Figure 1. Wires at chosen ports, followed through buffers (run 1).
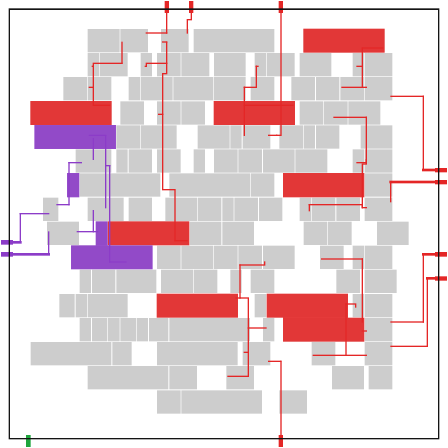
Figure 2. Pin map (run 1).
Pins as bars across the die edge, other pins in grey.
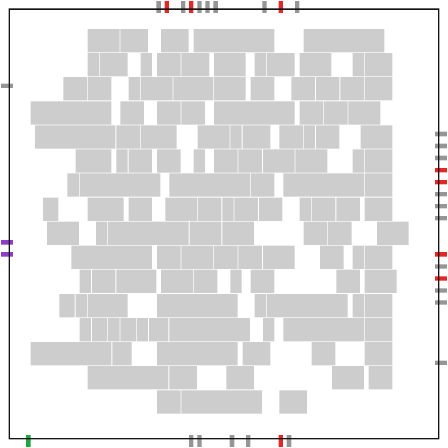
Figure 3. Wiring by layer (run 1).
The bar under the picture is 10 microns long.
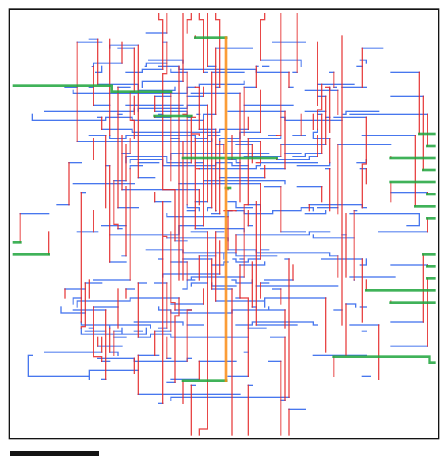
[src/rtl/shift_register_pkg.sv]
// ----------------------------------------------------------------------------
// shift_register_pkg
// Shared definitions for the universal shift register and its bit cell.
//   mode_e   : operation select encoding (hold / shift left / shift right /
//              parallel load)
//   is_shift : true for the two modes that advance the shift counter
// ----------------------------------------------------------------------------
package shift_register_pkg;

  typedef enum logic [1:0] {
    MODE_HOLD = 2'b00,
    MODE_SHL  = 2'b01,
    MODE_SHR  = 2'b10,
    MODE_LOAD = 2'b11
  } mode_e;

  function automatic logic is_shift(input mode_e m);
    return (m == MODE_SHL) || (m == MODE_SHR);
  endfunction

endpackage

[src/rtl/shreg_cell.sv]
// ----------------------------------------------------------------------------
// shreg_cell
// One bit of the shift register: a D flip-flop with asynchronous active-low
// reset, fed by a 4:1 next-value mux selected by the operation mode, with
// true and complementary outputs.
// Ports:
//   i_clk    : clock, rising edge
//   i_rst_n  : asynchronous active-low reset (clears the bit)
//   i_sel    : mode select (hold / shift left / shift right / load)
//   i_shl    : value taken on shift left (lower neighbour or fill)
//   i_shr    : value taken on shift right (upper neighbour or fill)
//   i_load   : value taken on parallel load
//   o_q      : stored bit
//   o_q_n    : complement of the stored bit
// ----------------------------------------------------------------------------
module shreg_cell
  import shift_register_pkg::*;
(
  input  logic  i_clk,
  input  logic  i_rst_n,
  input  mode_e i_sel,
  input  logic  i_shl,
  input  logic  i_shr,
  input  logic  i_load,
  output logic  o_q,
  output logic  o_q_n
);

  logic r_q;
  logic w_d;

  always_comb begin
    w_d = r_q;
    unique case (i_sel)
      MODE_HOLD: w_d = r_q;
      MODE_SHL:  w_d = i_shl;
      MODE_SHR:  w_d = i_shr;
      MODE_LOAD: w_d = i_load;
      default:   w_d = r_q;
    endcase
  end

  always_ff @(posedge i_clk or negedge i_rst_n) begin
    if (!i_rst_n) begin
      r_q <= 1'b0;
    end else begin
      r_q <= w_d;
    end
  end

  assign o_q   = r_q;
  assign o_q_n = ~r_q;

endmodule

[src/rtl/shift_register.sv]
// ----------------------------------------------------------------------------
// shift_register
// W-bit universal shift register (W = 2**S) built from W shreg_cell bits,
// with an S-bit shift counter that emits a one-cycle done pulse after every
// W shifts since the last load or reset.
// Configuration macro: SHREG_ROTATE_EN -- when defined, rot=1 in the shift
// modes feeds the bit falling off one end back into the other end; when
// undefined, rot is ignored and the fill always comes from sin_r / sin_l.
// Ports:
//   clk    : clock, rising edge
//   reset  : asynchronous active-low reset
//   mode   : 00 hold, 01 shift left, 10 shift right, 11 parallel load
//   rot    : rotate select for the shift modes
//   sin_l  : serial input entering bit W-1 on shift right
//   sin_r  : serial input entering bit 0 on shift left
//   din    : parallel load data
//   dout   : register contents
//   dout_n : complement of dout
//   sout_l : dout[W-1]
//   sout_r : dout[0]
//   done   : one-cycle pulse after the W-th shift since load/reset
// ----------------------------------------------------------------------------
module shift_register
  import shift_register_pkg::*;
#(
  parameter  int unsigned S = 3,
  localparam int unsigned W = 2 ** S
) (
  input  logic         clk,
  input  logic         reset,
  input  logic [1:0]   mode,
  input  logic         rot,
  input  logic         sin_l,
  input  logic         sin_r,
  input  logic [W-1:0] din,
  output logic [W-1:0] dout,
  output logic [W-1:0] dout_n,
  output logic         sout_l,
  output logic         sout_r,
  output logic         done
);

  mode_e w_mode;
  assign w_mode = mode_e'(mode);

  // Rotate enable. The rot port exists in every build; without the macro it
  // is tied off here so the fill always comes from the serial inputs.
  logic w_rot;
`ifdef SHREG_ROTATE_EN
  assign w_rot = rot;
`else
  logic w_unused_rot;
  assign w_unused_rot = rot;
  assign w_rot        = 1'b0;
`endif

  logic [W-1:0] w_q;
  logic [W-1:0] w_q_n;

  // Bit entering position 0 on shift left / position W-1 on shift right.
  logic w_fill_shl;
  logic w_fill_shr;
  assign w_fill_shl = w_rot ? w_q[W-1] : sin_r;
  assign w_fill_shr = w_rot ? w_q[0]   : sin_l;

  for (genvar gi = 0; gi < int'(W); gi++) begin : g_cell
    logic w_shl_src;
    logic w_shr_src;

    if (gi == 0) begin : g_lsb
      assign w_shl_src = w_fill_shl;
    end else begin : g_shl_mid
      assign w_shl_src = w_q[gi-1];
    end

    if (gi == int'(W) - 1) begin : g_msb
      assign w_shr_src = w_fill_shr;
    end else begin : g_shr_mid
      assign w_shr_src = w_q[gi+1];
    end

    shreg_cell u_cell (
      .i_clk   (clk),
      .i_rst_n (reset),
      .i_sel   (w_mode),
      .i_shl   (w_shl_src),
      .i_shr   (w_shr_src),
      .i_load  (din[gi]),
      .o_q     (w_q[gi]),
      .o_q_n   (w_q_n[gi])
    );
  end

  // Shift counter: both directions count, load clears, hold freezes. The
  // counter naturally wraps from W-1 to 0 since it is exactly S bits wide.
  logic [S-1:0] r_cnt;
  logic [S-1:0] w_cnt_d;
  logic         r_done;
  logic         w_done_d;

  always_comb begin
    w_cnt_d  = r_cnt;
    w_done_d = 1'b0;
    if (is_shift(w_mode)) begin
      w_cnt_d  = r_cnt + 1'b1;
      w_done_d = (r_cnt == {S{1'b1}});
    end else if (w_mode == MODE_LOAD) begin
      w_cnt_d  = '0;
    end
  end

  always_ff @(posedge clk or negedge reset) begin
    if (!reset) begin
      r_cnt  <= '0;
      r_done <= 1'b0;
    end else begin
      r_cnt  <= w_cnt_d;
      r_done <= w_done_d;
    end
  end

  assign dout   = w_q;
  assign dout_n = w_q_n;
  assign sout_l = w_q[W-1];
  assign sout_r = w_q[0];
  assign done   = r_done;

endmodule

[config.mk]
export PLATFORM = sky130hd
export DESIGN_NAME = shift_register
export DESIGN_NICKNAME = d
export VERILOG_FILES = /design/src/rtl/shift_register_pkg.sv /design/src/rtl/shreg_cell.sv /design/src/rtl/shift_register.sv
export SDC_FILE = /design/constraint.sdc
export NUM_CORES = 1
export LEC_CHECK = 0
export CAP_MARGIN = 5
export CORE_MARGIN = 2
export CORE_UTILIZATION = 42
export CTS_BUF_LIST = sky130_fd_sc_hd__clkbuf_16
export DETAILED_ROUTE_END_ITERATION = 8
export GPL_ROUTABILITY_DRIVEN = 1
export PLACE_DENSITY_LB_ADDON = 0.25
export SLEW_MARGIN = 30
export SYNTH_ARGS = -nofsm -noshare
export SYNTH_HDL_FRONTEND = slang
export SYNTH_SLANG_ARGS = --single-unit
[constraint.sdc]
create_clock -name clk -period 1.24 [get_ports clk]
set_input_delay 0.124 -clock clk [delete_from_list [all_inputs] [get_ports clk]]
set_output_delay 0.124 -clock clk [all_outputs]
set_load 0.02 [all_outputs]
==> impl_metrics.csv, run 1 <==
group,metric,value,unit
die,die_h,48.3,microns
grt,grt_max_degree,13,
die,core,0.00190,sq mm
placement,dp_hpwl,1.37,mm
final_timing,rsz0062_at_grt,"no",
yosys,synthesis.nets,110,
final_timing,skew,1.71,ps
placement,placed_cell_area,0.00119,sq mm
die,die_w,48.3,microns
final_layout,mi_logic_area,382,sq um
yosys,simple_gate_share,17.1,%
power,power.switching,0.558,mW
yosys,synth.distinct_cells,15,
worst_setup_path,slowest_delay,490,ps
final_timing,hold_viol,0,
yosys,ys_top_logic_family,"buffers and inverters",
final_timing,max_freq,0.844,GHz
placement,io_buffers,32,
job,tool_warnings,29,
hold_path,hp-class,"in -> async",
yosys,top_area_cell,"dfrtp_1",
power,power,1.75,mW
power,switching_share,31.8,%
worst_setup_path,cp.required,1400,ps
grt,track_usage,19.0,%
final_layout,final_cell_area,0.00134,sq mm
final_layout,utilization,70.3,%
clock_tree,post_cts_resize_count,36,
clock_tree,post_cts_buffers,4,
power,p_comb_share,36.2,%
die,die_area,0.00234,sq mm
grt,grt_pass1_vias,711,
power,max-vdd-ir-drop,0.000818,V
final_timing,final-setup-viol-count,0,
detailed_routing,wl_per_cell,12.7,microns
die,rows,16,
final_layout,layout.nets,153,
worst_setup_path,cp_cell_sequence,"clkdlybuf4s15_1 -> buf_6 -> ha_4 -> buf_6 -> or4b_1 -> o211ai_1",
final_layout,fin_cells,159,
placement,pre_cts_slack,-537,ps
clock_tree,cts_tree,"built",
detailed_routing,ant_nets,0,
worst_setup_path,slowest_stage,"or4b_1",
power,power.density,1310,mW/mm^2
final_layout,final_cell_mix,"buf_4, dlygate4sd2_1, nand2_1",
status,outcome,"completed",
power,intPower,1.20,mW
yosys,synthCells,90,
clock_tree,cts-root-buf,"clkbuf_16",
worst_setup_path,cp-end-kind,"flop",
detailed_routing,first_pass_iters,4,
power,pwr-share-seq,28.9,%
yosys,ys_sh_mux,0,%
placement,place_inst,149,
power,clkPwrFrac,34.9,%
final_timing,setup_ws,54.6,ps
yosys,ys_sh_aoi,16.4,%
yosys,ys_chip_area,826,sq um
worst_setup_path,cp_common_cell,"buf_6",
yosys,ys_sh_adder,7.58,%
yosys,synth.avg_cell_area,9.18,sq um
final_layout,drive_above_1_share,28.0,%
final_layout,seqCellArea,300,sq um
clock_tree,cts_made_buffers,3,
job,maxCapViolations,0,
placement,gp_congestion,0.759,
grt,grt_pass1_wl,3.40,mm
final_layout,diodes,0,
yosys,synth_flop_count,12,
final_timing,tightest_slew,216,ps
clock_tree,cts_buffer_depth,2,
clock_tree,hold_buffers,0,
clock_tree,cts.clk_slew.worst_paths,50,ps
yosys,top_cell_area_share,36.4,%
yosys,synth_warnings,0,
final_timing,whs,181,ps
yosys,synth.yosys.seq_area_share,36.4,%
power,p_leak,0.639,nW
final_timing,finalMaxSlewViolations,0,
clock_tree,numClockSinks,12,
worst_setup_path,worstPathArrival,1350,ps
detailed_routing,drc,0,
final_layout,nFillCells,152,
final_timing,maxSlewHeadroom,85.7,%
final_timing,fin_setup_tns,0,ps
clock_tree,htree_num_levels,1,
-- Figure 1 (at the start) --
Key: green = rot [direction input, edge bottom, end cells 0, buffers 0]; red = dout [direction output, edge 4 right, 3 top, 1 bottom, end cells 8, buffers 8, wire 215 microns]; purple = mode [direction input, edge left, end cells 4, buffers 4, wire 51.4 microns]

-- Figure 2 (at the start) --
Key: purple = mode [pins 2, direction input, edge left]; green = rot [pins 1, direction input, edge bottom]; red = dout [pins 8, direction output, edge 4 right, 3 top, 1 bottom]
All pins by edge: 14 right, 10 top, 7 bottom, 3 left.

-- Figure 3 (at the start) --
Key: orange = metal 4 [wire length 38.8 microns]; red = metal 2 [wire length 958 microns]; blue = metal 1 [wire length 928 microns]; green = metal 3 [wire length 91.1 microns]
final WL: 2.02 mm
via count: 745

[run 1: synthesized netlist by cell type (all sizes together)]
library cell	count
o21ai	3
dfrtp	12
or4b	8
ha	5
buf	20
o211ai	8
and2	1
inv	10
a22oi	8
nand2	13
clkbuf	1
nand2b	1
[run 1: power by group through the flow]
stage / clock network (mW) / registers [mW] / logic (mW)
floorplan: 0 / 0.529 / 0.413
global placement: 0 / 0.511 / 0.666
detailed placement: 0 / 0.515 / 0.678
CTS: 0.612 / 0.508 / 0.633
global route: 0.643 / 0.518 / 0.688
finish: 0.612 / 0.507 / 0.634
[run 1: state kept, by name, summed over array words and instances, names as in the netlist]
signal	flops
done	1
r_cnt	3
g_cell.u_cell.o_q	8
[run 1: layout make-up]
| class | instances | share of cell area [%] |
|---|---|---|
| clock inverters | 1 | 0.281 |
| well taps | 27 | 2.53 |
| repair buffers | 59 | 37.8 |
| multi-input cells | 47 | 28.5 |
| clock buffers | 3 | 5.61 |
| inverters | 10 | 2.81 |
| flip-flops and latches | 12 | 22.5 |
[run 1: per-layer routing]
layer  up-vias  wire (microns)  share of wire (%)  track usage (%)
met3         3              91                4.5             3.40
met1       337             928                 46             23.8
li1        381               -                  -                -
met4         0              38                1.9             10.0
met5         -               0                  0                0
met2        24             958                 48             31.5
[run 1: worst paths after layout]
| check | startpoint | end | slack (ps) | cells past startpoint |
|---|---|---|---|---|
| max in group asynchronous | reset | r_cnt[1] | 900 | 2 |
| min in group clk | mode[1] | done | 320 | 4 |
| hold / removal | reset | g_cell[7].u_cell.o_q | 180 | 2 |
| setup reg to reg | g_cell[4].u_cell.o_q | g_cell[5].u_cell.o_q | 110 | 3 |
| hold reg to reg | r_cnt[0] | r_cnt[0] | 480 | 1 |
| setup / recovery | mode[0] | g_cell[1].u_cell.o_q | 50 | 6 |
Figure 4. Clock network drawn from the DEF (run 1).
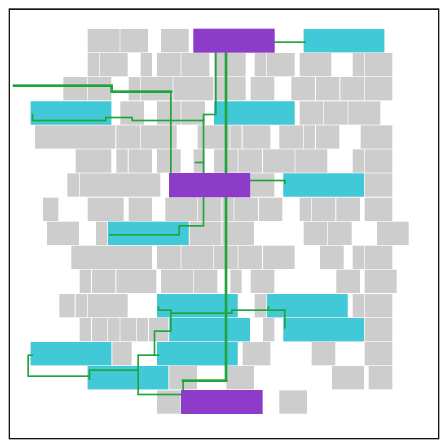

==> inputs of run 2 (changes only) <==
--- a/config.mk
+++ b/config.mk
@@ -12,6 +12,7 @@
 export DETAILED_ROUTE_END_ITERATION = 8
 export GPL_ROUTABILITY_DRIVEN = 1
 export PLACE_DENSITY_LB_ADDON = 0.25
+export SKIP_LAST_GASP = 1
 export SLEW_MARGIN = 30
 export SYNTH_ARGS = -nofsm -noshare
 export SYNTH_HDL_FRONTEND = slang
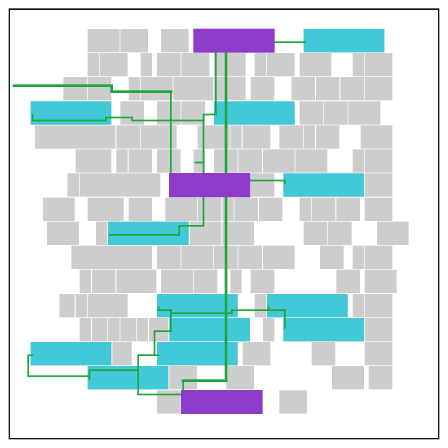
Figure 5: run 2, clock network drawn from the DEF.
Key: green = clock wires [length 210 microns]; purple = clock drivers [count 3]; cyan = flip-flops [count 12]
There are 4 routed clock nets.
Late-Pin Clk Latency: 240 ps
P_clk: 0.612 mW
clock share of power: 34.9%
clock skew: 1.71 ps

==> impl_metrics.csv, run 2 <==
group,metric,value,unit
final_layout,seqCellArea,300,sq um
job,maxCapViolations,0,
final_layout,final_cell_mix,"buf_4, dlygate4sd2_1, nand2_1",
worst_setup_path,rrSetupSlack,110,ps
final_layout,n_all_buffers,59,
clock_tree,cts_buffer_depth,2,
power,power,1.75,mW
final_timing,hold_viol,0,
yosys,synth.yosys.seq_area_share,36.4,%
worst_setup_path,cp.required,1400,ps
clock_tree,cts_made_buffers,3,
grt,globalRouteMet2Util,31.5,%
yosys,top_area_cell,"dfrtp_1",
hold_path,hp-class,"in -> async",
final_timing,final-setup-viol-count,0,
grt,grt.met1_usage,23.8,%
final_layout,clock_tree_area_fraction,5.87,%
yosys,yosysMostFrequentCell,"buf_4",
grt,gr-usage-met3,3.40,%
power,switching_share,31.8,%
grt,grt_busiest_layer,"met2",
final_layout,nNonClkInverters,10,
power,max-vdd-ir-drop,0.000818,V
status,outcome,"completed",
clock_tree,cts.clk_slew.worst_paths,50,ps
grt,grt_pass1_wl,3.40,mm
final_layout,buffer_area_share,38.0,%
power,p_comb_share,36.2,%
detailed_routing,wl_per_cell,12.7,microns
final_timing,maxSlewHeadroom,85.7,%
die,die_h,48.3,microns
final_layout,clockBufferCount,3,
yosys,async_flop_share,100,%
placement,gp_congestion,0.759,
detailed_routing,ant_nets,0,
worst_setup_path,cp-end-kind,"flop",
final_layout,largest_register_ffs,8,
worst_setup_path,cp_common_cell,"buf_6",
yosys,synth_warnings,0,
final_layout,largest_class,"buffers",
final_timing,whs,181,ps
final_layout,comb_area_share,28.4,%
yosys,synth.distinct_cells,15,
worst_setup_path,cp_cell_sequence,"clkdlybuf4s15_1 -> buf_6 -> ha_4 -> buf_6 -> or4b_1 -> o211ai_1",
grt,grt_pass1_vias,711,
power,power.switching,0.558,mW
placement,dp_hpwl,1.37,mm
power,pwr-share-seq,28.9,%
yosys,top_cell_area_share,36.4,%
final_timing,tightest_slew,216,ps
grt,track_usage,19.0,%
final_layout,layout.nets,153,
clock_tree,htree_num_levels,1,
placement,placed_cell_area,0.00119,sq mm
die,num_tap_cells,27,
final_layout,mi_logic_area,382,sq um
clock_tree,cts-root-buf,"clkbuf_16",
worst_setup_path,reg2reg_to,"g_cell[5].u_cell.o_q",
final_layout,final_cell_area,0.00134,sq mm
yosys,synthesis.nets,110,
die,core,0.00190,sq mm
final_timing,rsz0062_at_grt,"yes",
power,intPower,1.20,mW
yosys,edf_count,0,
placement,io_buffers,32,
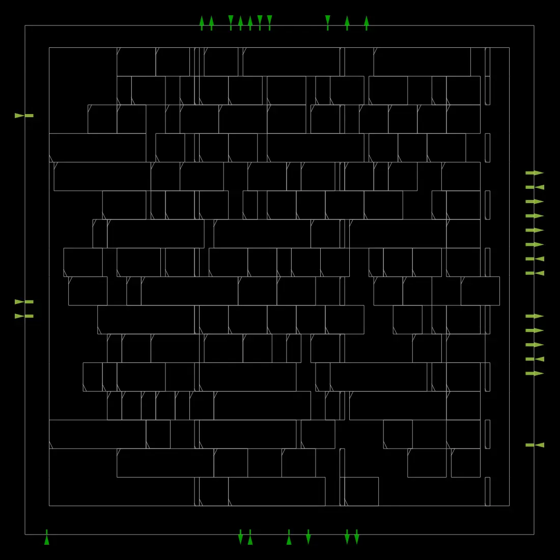
Figure 6: run 2, placement view.
Cell Rows: 16
# fillers: 151
Layout Cells excl Fill: 159
final core utilization: 70.6%

run 2: logic make-up (layout without fill, tap and decap cells):
logic type               after synthesis  count (layout)  share of synthesized area [%]
AND-OR/OR-AND                         19              19                           16.4
adder cells (fa/ha/maj)                5               5                           7.58
buffers and inverters                 31              73                           22.6
flip-flops                            12              12                           36.4
AND/OR/NAND/NOR                       23              23                           17.1
run 2: metal layers:
metal | wire length [microns] | part of all wire [%]
met5 | 0 | 0
met4 | 38 | 1.9
met3 | 93 | 4.6
met2 | 957 | 48
met1 | 924 | 46
run 2: stage by stage:
stage	utilization (%)	instances	TNS [ps]	worst slack (ps)
floorplan	-	90	0	68.3
global placement	62.5	149	-4520	-522
detailed placement	62.5	149	-4960	-537
CTS	69.7	157	0	45.4
global route	70.6	159	-9.03	-5.04
finish	70.6	159	0	35.6
run 2: what timing repair did:
action / in CTS / in global routing
gates resized: 36 / 3
buffers inserted: 4 / 2
pin swaps: 5 / 3
setup endpoints to repair: 28 / 1
run 2: how the worst max path moves through the flow:
stage,from,end,slack [ps],depth (start not counted)
floorplan,mode[0],g_cell[3].u_cell.o_q,70,5
global placement,mode[0],g_cell[3].u_cell.o_q,-520,5
detailed placement,mode[0],g_cell[3].u_cell.o_q,-540,5
CTS,mode[1],g_cell[0].u_cell.o_q,50,6
global route,mode[1],g_cell[1].u_cell.o_q,-5,6
finish,mode[1],g_cell[1].u_cell.o_q,40,6
run 2: power by group through the flow:
stage | Clock [mW] | Sequential (mW) | Combinational [mW]
floorplan | 0 | 0.529 | 0.413
global placement | 0 | 0.511 | 0.666
detailed placement | 0 | 0.515 | 0.678
CTS | 0.612 | 0.508 | 0.633
global route | 0.643 | 0.518 | 0.688
finish | 0.612 | 0.507 | 0.635
Figure 7. Wiring by layer (run 2).
The bar under the picture is 10 microns long.
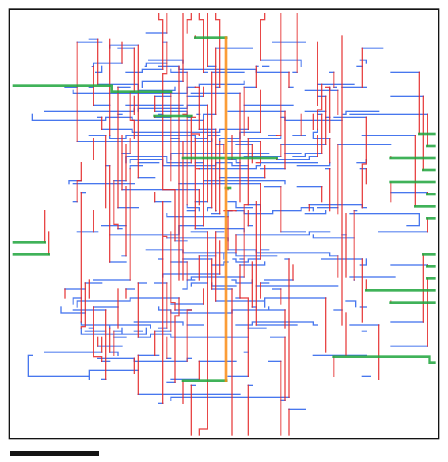

==> inputs of run 3 (changes only) <==
--- a/config.mk
+++ b/config.mk
@@ -6,9 +6,10 @@
 export NUM_CORES = 1
 export LEC_CHECK = 0
 export CAP_MARGIN = 5
-export CORE_MARGIN = 2
+export CORE_MARGIN = 3
 export CORE_UTILIZATION = 42
 export CTS_BUF_LIST = sky130_fd_sc_hd__clkbuf_16
+export CTS_CLUSTER_SIZE = 40
 export DETAILED_ROUTE_END_ITERATION = 8
 export GPL_ROUTABILITY_DRIVEN = 1
 export PLACE_DENSITY_LB_ADDON = 0.25
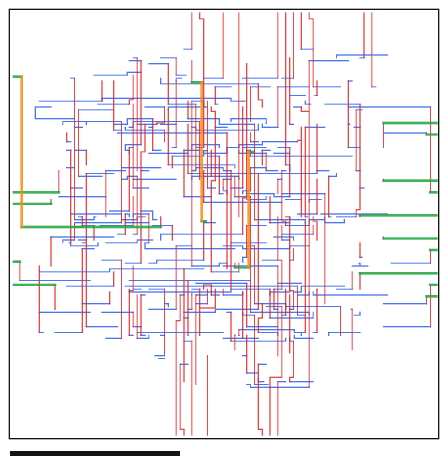
Figure 8: run 3, wiring by layer.
The bar under the picture is 20 microns long.
Key: blue = metal 1 [wire length 838 microns]; red = metal 2 [wire length 1040 microns]; green = metal 3 [wire length 76.6 microns]; orange = metal 4 [wire length 47.6 microns]
via count: 751
all-layer global routing usage: 18.3%
final WL: 2.00 mm
wire length per cell: 13.0 microns

==> impl_metrics.csv, run 3 <==
group,metric,value,unit
die,rows,15,
worst_setup_path,cp.required,1120,ps
clock_tree,cts-root-buf,"clkbuf_16",
placement,placed_cell_area,0.00119,sq mm
grt,grt_pass1_vias,742,
final_timing,tightest_slew,239,ps
final_layout,final_cell_area,0.00131,sq mm
final_layout,largest_register_ffs,8,
clock_tree,cts_made_buffers,3,
power,p_comb_share,36.6,%
final_timing,rsz0062_at_grt,"no",
power,power.switching,0.534,mW
yosys,synth.yosys.seq_area_share,36.4,%
power,switching_share,31.0,%
status,outcome,"completed",
placement,pre_cts_slack,-543,ps
placement,gp_congestion,0.691,
hold_path,hp-class,"in -> async",
final_layout,final_cell_mix,"buf_4, dlygate4sd2_1, nand2_1",
final_timing,skew,1.69,ps
worst_setup_path,startpoint,"g_cell[7].u_cell.o_q",
yosys,synthTopCellsByArea,"dfrtp_1, buf_4, or4b_1",
final_timing,hold_viol,0,
die,die_h,50.3,microns
final_layout,utilization,73.3,%
yosys,edf_count,0,
power,intPower,1.19,mW
clock_tree,htree_num_levels,1,
clock_tree,clk_latency,240,ps
yosys,async_flop_share,100,%
job,maxCapViolations,0,
power,clkPwrFrac,34.0,%
worst_setup_path,endpoint,"dout_n[7]",
final_timing,final-setup-viol-count,0,
detailed_routing,first_pass_iters,4,
final_timing,fin_setup_tns,0,ps
grt,overflow,0,
worst_setup_path,cp-end-kind,"output port",
worst_setup_path,cp_num_cells,2,
clock_tree,cts.clk_slew.worst_paths,40,ps
final_timing,maxSlewHeadroom,84.1,%
yosys,top_area_cell,"dfrtp_1",
yosys,yosysMostFrequentCell,"buf_4",
detailed_routing,ant_nets,0,
yosys,synth.distinct_cells,15,
worst_setup_path,rrSetupSlack,130,ps
yosys,synthesis.nets,110,
placement,io_buffers,32,
placement,dp_hpwl,1.40,mm
grt,grt_pass1_wl,3.48,mm
yosys,top_cell_area_share,36.4,%
final_layout,layout.nets,151,
worst_setup_path,reg2reg_to,"g_cell[6].u_cell.o_q",
yosys,synth.avg_cell_area,9.18,sq um
clock_tree,cts_buffer_depth,2,
worst_setup_path,cp_cell_sequence,"inv_1 -> dlygate4sd2_1",
die,core,0.00178,sq mm
final_timing,setup_ws,73.6,ps
power,pwr-share-seq,29.4,%
yosys,synth_warnings,0,
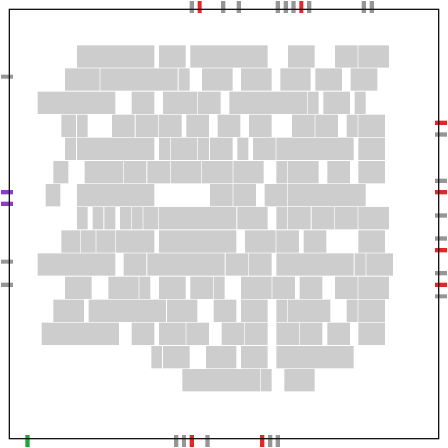
Figure 9: run 3, pin map.
Pins as bars across the die edge, other pins in grey.
Key: red = dout [pins 8, direction output, edge 4 right, 2 bottom, 2 top]; green = rot [pins 1, direction input, edge bottom]; purple = mode [pins 2, direction input, edge left]

[run 3: netlist changes by cell type in the layout (fill, tap and decap cells not counted), sizes merged]
cell and delta:
buf -2, clkbuf +2, clkdlybuf4s15 -2, clkinv -1
[run 3: power groups by stage]
stage | sequential, mW | clock (mW) | combinational, mW
2_1_floorplan | 0.529 | 0 | 0.413
3_3_place_gp | 0.510 | 0 | 0.670
3_5_place_dp | 0.514 | 0 | 0.683
4_1_cts | 0.507 | 0.596 | 0.636
5_1_grt | 0.518 | 0.612 | 0.683
6_report | 0.506 | 0.584 | 0.630
[run 3: per-layer routing]
metal	GRT usage, %	vias to the layer above	wire length [microns]
met5	0	-	0
met2	32.6	19	1040
li1	-	381	-
met3	3.56	6	76
met1	20.1	345	838
met4	10.3	0	47
[run 3: through the flow]
stage	cells	hold WS [ps]	power (mW)
2_1_floorplan	90	-172	0.941
3_3_place_gp	148	449	1.18
3_5_place_dp	148	443	1.20
4_1_cts	155	201	1.74
5_1_grt	154	208	1.81
6_report	154	195	1.72
[run 3: cell type report]
cell class / count / area (sq um)
Fill cell: 131 / 477
Tap cell: 25 / 31.3
Clock buffer: 3 / 75.1
Sequential cell: 12 / 300
Timing Repair Buffer: 57 / 482
Inverter: 10 / 37.5
Multi-Input combinational cell: 47 / 380
[run 3: cells by family (layout without fill, tap and decap cells)]
family / Yosys count / in the layout / synth area share (%)
buf+inv: 31 / 70 / 22.6
compound gates: 19 / 19 / 16.4
fa+ha+maj: 5 / 5 / 7.58
simple gates: 23 / 23 / 17.1
flops: 12 / 12 / 36.4
[run 3: repair_timing]
action | 4_1_cts | 5_1_grt
resized | 35 | 2
pin swaps | 3 | 2
endpoints found under the setup margin | 30 | 5
buffers inserted | 4 | 0
No activity file was given, so power comes from the tool's default toggle rates.
